--- config.mk ---
export PLATFORM = sky130hd
export DESIGN_NAME = sad_disparity_pipeline
export DESIGN_NICKNAME = d
export VERILOG_FILES = /design/src/rtl/sad_disparity_pipeline.sv
export SDC_FILE = /design/constraint.sdc
export NUM_CORES = 2
export LEC_CHECK = 0
export ABC_AREA = 1
export CAP_MARGIN = 20
export CORE_MARGIN = 5
export CORE_UTILIZATION = 40
export DETAILED_ROUTE_END_ITERATION = 12
export HOLD_SLACK_MARGIN = 0.08
export PLACE_DENSITY = 0.56
export SKIP_LAST_GASP = 1
export SLEW_MARGIN = 20
export SYNTH_ARGS = -nofsm -noshare
export SYNTH_HDL_FRONTEND = slang
export SYNTH_SLANG_ARGS = --single-unit
--- constraint.sdc ---
create_clock -name clock_i -period 14.75 [get_ports clock_i]
set_clock_uncertainty 0.1 [all_clocks]
set_input_delay 1.475 -clock clock_i [delete_from_list [all_inputs] [get_ports clock_i]]
set_output_delay 1.475 -clock clock_i [all_outputs]
set_load 0.02 [all_outputs]
--- src/rtl/sad_disparity_pipeline.sv ---
// sad_disparity_pipeline: four-stage stereo SAD matcher with a sliding window over columns.
// Ports: clock_i/reset_i (sync, active-high); in_valid_i/line_start_i tag each column;
// in_left_i carries one left column, in_right_i carries NUM_DISP candidate right columns;
// out_valid_o/out_disp_o/out_sad_o report the winning disparity and its window SAD;
// out_unique_o is the uniqueness flag. Define SAD_UNIQUENESS_EN to build second-best
// tracking; without it out_unique_o mirrors out_valid_o.
module sad_disparity_pipeline #(
   parameter int WINDOW_SIZE = 5,
   parameter int NUM_BITS = 8,
   parameter int NUM_DISP = 4,
   parameter int COL_BITS = 11,
   parameter int SUM_BITS = 14,
   parameter logic [SUM_BITS-1:0] UNIQ_THRESH = SUM_BITS'(16)
) (
   input  logic                                     clock_i,
   input  logic                                     reset_i,
   input  logic                                     in_valid_i,
   input  logic                                     line_start_i,
   input  logic [NUM_BITS*WINDOW_SIZE-1:0]          in_left_i,
   input  logic [NUM_BITS*WINDOW_SIZE*NUM_DISP-1:0] in_right_i,
   output logic                                     out_valid_o,
   output logic [$clog2(NUM_DISP)-1:0]              out_disp_o,
   output logic [SUM_BITS-1:0]                      out_sad_o,
   output logic                                     out_unique_o
);
   localparam int DW = $clog2(NUM_DISP);
   localparam int CW = $clog2(WINDOW_SIZE + 1);
   localparam int PW = NUM_BITS * WINDOW_SIZE;

   function automatic logic [NUM_BITS-1:0] absdiff(input logic [NUM_BITS-1:0] a, input logic [NUM_BITS-1:0] b);
      return (a > b) ? a - b : b - a;
   endfunction

   logic                v1_q, ls1_q, v2_q, ls2_q, v3_q, out_valid_q;
   logic [NUM_BITS-1:0] diff_d [NUM_DISP][WINDOW_SIZE];
   logic [NUM_BITS-1:0] diff_q [NUM_DISP][WINDOW_SIZE];
   logic [COL_BITS-1:0] col_d [NUM_DISP];
   logic [COL_BITS-1:0] col_q [NUM_DISP];
   logic [COL_BITS-1:0] hist_q [NUM_DISP][WINDOW_SIZE];
   logic [SUM_BITS-1:0] sum_d [NUM_DISP];
   logic [SUM_BITS-1:0] sum_q [NUM_DISP];
   logic [CW-1:0]       cnt_d, cnt_q;
   logic [DW-1:0]       best_idx_d, out_disp_q;
   logic [SUM_BITS-1:0] best_sad_d, out_sad_q;

   always_comb begin
      for (int d = 0; d < NUM_DISP; d++)
         for (int k = 0; k < WINDOW_SIZE; k++)
            diff_d[d][k] = absdiff(in_left_i[k*NUM_BITS +: NUM_BITS], in_right_i[d*PW + k*NUM_BITS +: NUM_BITS]);
   end

   always_comb begin
      for (int d = 0; d < NUM_DISP; d++) begin
         col_d[d] = '0;
         for (int k = 0; k < WINDOW_SIZE; k++)
            col_d[d] = col_d[d] + COL_BITS'(diff_q[d][k]);
      end
   end

   // A line_start column restarts the window: history and sums behave as if zeroed first.
   always_comb begin
      cnt_d = ls2_q ? CW'(1) : (cnt_q == CW'(WINDOW_SIZE)) ? cnt_q : cnt_q + CW'(1);
      for (int d = 0; d < NUM_DISP; d++)
         sum_d[d] = (ls2_q ? '0 : sum_q[d] - SUM_BITS'(hist_q[d][WINDOW_SIZE-1])) + SUM_BITS'(col_q[d]);
   end

   always_ff @(posedge clock_i) begin
      if (reset_i) begin
         v1_q  <= 1'b0;
         ls1_q <= 1'b0;
         v2_q  <= 1'b0;
         ls2_q <= 1'b0;
      end else begin
         v1_q  <= in_valid_i;
         ls1_q <= in_valid_i & line_start_i;
         v2_q  <= v1_q;
         ls2_q <= ls1_q;
      end
   end

   always_ff @(posedge clock_i) begin
      diff_q <= diff_d;
      col_q  <= col_d;
   end

   // hist_q[d][WINDOW_SIZE-1] is the column leaving the window on the next valid column.
   always_ff @(posedge clock_i) begin
      if (reset_i) begin
         cnt_q <= '0;
         v3_q  <= 1'b0;
         for (int d = 0; d < NUM_DISP; d++) begin
            sum_q[d] <= '0;
            for (int k = 0; k < WINDOW_SIZE; k++)
               hist_q[d][k] <= '0;
         end
      end else begin
         v3_q <= v2_q && (cnt_d == CW'(WINDOW_SIZE));
         if (v2_q) begin
            cnt_q <= cnt_d;
            for (int d = 0; d < NUM_DISP; d++) begin
               sum_q[d]     <= sum_d[d];
               hist_q[d][0] <= col_q[d];
               for (int k = 1; k < WINDOW_SIZE; k++)
                  hist_q[d][k] <= ls2_q ? '0 : hist_q[d][k-1];
            end
         end
      end
   end

   // Strict less-than keeps the lowest index on ties.
   always_comb begin
      best_idx_d = '0;
      best_sad_d = sum_q[0];
      for (int d = 1; d < NUM_DISP; d++)
         if (sum_q[d] < best_sad_d) begin
            best_sad_d = sum_q[d];
            best_idx_d = DW'(d);
         end
   end

   always_ff @(posedge clock_i) begin
      if (reset_i) begin
         out_valid_q <= 1'b0;
         out_disp_q  <= '0;
         out_sad_q   <= '0;
      end else begin
         out_valid_q <= v3_q;
         if (v3_q) begin
            out_disp_q <= best_idx_d;
            out_sad_q  <= best_sad_d;
         end
      end
   end

   assign out_valid_o = out_valid_q;
   assign out_disp_o  = out_disp_q;
   assign out_sad_o   = out_sad_q;

`ifdef SAD_UNIQUENESS_EN
   logic [SUM_BITS-1:0] second_d;
   logic                uniq_d, out_unique_q;

   // Second best is the minimum over every other index, so an exact tie yields margin 0.
   always_comb begin
      second_d = '1;
      for (int d = 0; d < NUM_DISP; d++)
         if (DW'(d) != best_idx_d && sum_q[d] < second_d)
            second_d = sum_q[d];
      uniq_d = (second_d - best_sad_d) >= UNIQ_THRESH;
   end

   always_ff @(posedge clock_i) begin
      if (reset_i) out_unique_q <= 1'b0;
      else if (v3_q) out_unique_q <= uniq_d;
   end

   assign out_unique_o = out_unique_q;
`else
   assign out_unique_o = out_valid_q;
`endif
endmodule
density.png
The die is cut into 31 by 31 equal tiles; black is low, pale yellow is high, 0 to 100% covered.
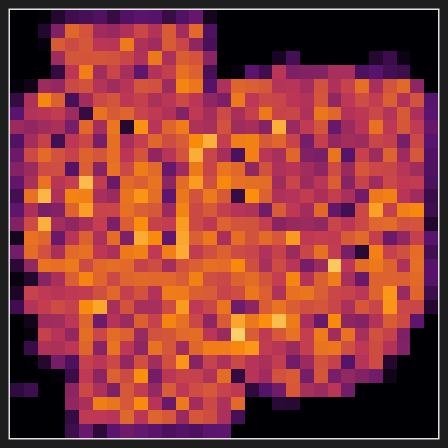
mean over tiles: 41%
tiles over 75% full: 3.1%
fullest tile: 90%
nearly empty tiles: 17%
final design utilization: 46.3%
Core Area: 86900 um2

final_congestion.png
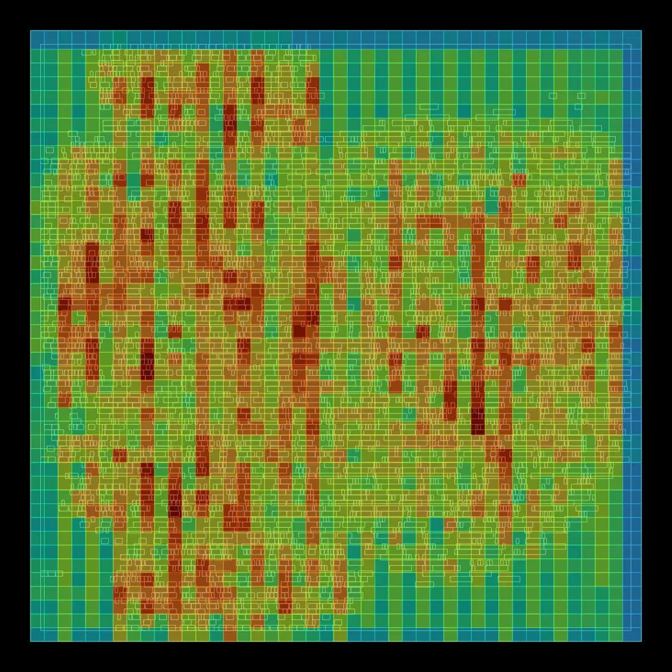
met1 Use GR: 25.5%
GR Util met3: 2.24%

==> metrics.cfg <==
[setup_path]
crit_buf_inv = 1
reg2reg_depth = 23
critical_path.top_delay_family = AND-OR/OR-AND gates
critPathLaunch = sum_q[0][11]$_SDFFCE_PN0P_
critPathKind = reg2reg
end_kind = flip-flop
max_stage_delay_ns = 0.84
r2r-end = out_sad_o[7]$_SDFFE_PP0P_

[cells_and_area]
syn2layout_area_growth_pct = 14.8
final_common_cell = inv_1
logic_gates = 2581
layout_top_cells = inv_1 (730), ha_1 (473), nand2_1 (466), nor2_1 (379), a21oi_1 (360)
ff_count = 505
largestRegisters = hist_q x220, diff_q x160, sum_q x56
final_nets = 4933
diodes = 0
largest_register_ffs = 220
drive_gt1_share_pct = 3.27
num-clock-buffers = 64

[clocking]
cts_repair_resize_count = 0
cts_tree = done
clock-sinks = 505
clk_pin_slew_ns = 0.06
post-cts-setup-buffer-count = 0

[min_path]
min_to = v2_q$_SDFF_PP0_
min_from = v1_q$_SDFF_PP0_
min_path_type = reg2reg

[logic_synthesis]
yosysMostFrequentCell = inv_1
aoi_share_pct = 12.1
ys_sh_simple_pct = 11.1
async_flop_share_pct = 0
topCellsByArea = edfxtp_1 (24%), ha_1 (17%), dfxtp_1 (13%)
top_cells_by_count = inv_1 (731), ha_1 (473), nand2_1 (467)
synth.top_cell.area_share_pct = 23.6
top_logic_kind = adder cells
synth_seq_share_pct = 36.7
top_area_cell = edfxtp_1
ff_type = edfxtp_1
ys_chip_area_um2 = 35100
ys_sh_mux_pct = 2.83
ys_seq_elements = 505
xor_area_share_pct = 3.70

[routing]
num_vias = 25946
viasPerCell = 4.88
wl_met1_um = 42200
route.met2.wl_um = 45300

[grt]
grtUsageTotal_pct = 19.7
busiest_layer = met2
grt_pass1_wl_um = 145000

[power_and_ir_drop]
ir_drop_uv = 113
power-top-group = combinational cells
p_int_mw = 3.90

[sta]
max_freq_mhz = 163
timing.setup.tns_ns = 0

[floorplan]
die_width_um = 306
chipArea_um2 = 93700
initCoreUtil_pct = 40.4

[place]
place_inst = 5216
dp_slack_ns = 8.64

[run]
cap_violations = 0

[run_status]
status = complete, no violations

cell_classes.png
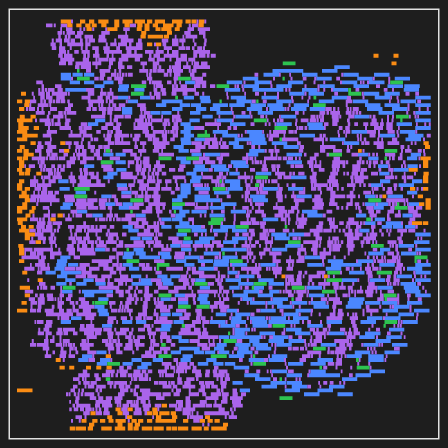
| colour | class | cells | share of their area |
|---|---|---|---|
| blue | flip-flops | 505 | 33% |
| green | clock drivers and dummy loads | 97 | 4.4% |
| purple | all other logic | 3328 | 57% |
| orange | other buffers and delay cells | 228 | 5.9% |
row count: 108
Post-Layout Inst Area: 40300 um2

registers.png
Other sequential cells in the stronger grey, the rest of the logic in the fainter grey.
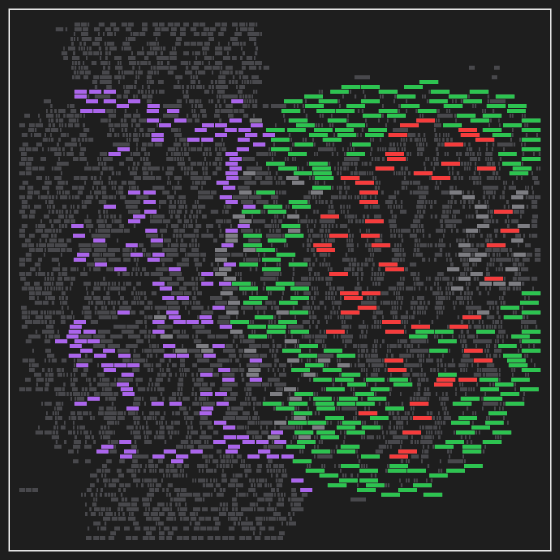
| colour | name in the netlist | sequential cells |
|---|---|---|
| purple | diff_q | 160 |
| green | hist_q | 220 |
| red | sum_q | 56 |
Seq area share: 32.0%
Storage cell area: 12900 um2
sequential power: 2.00 mW

Power figures rest on the tool's default switching activity, not on a simulated workload.
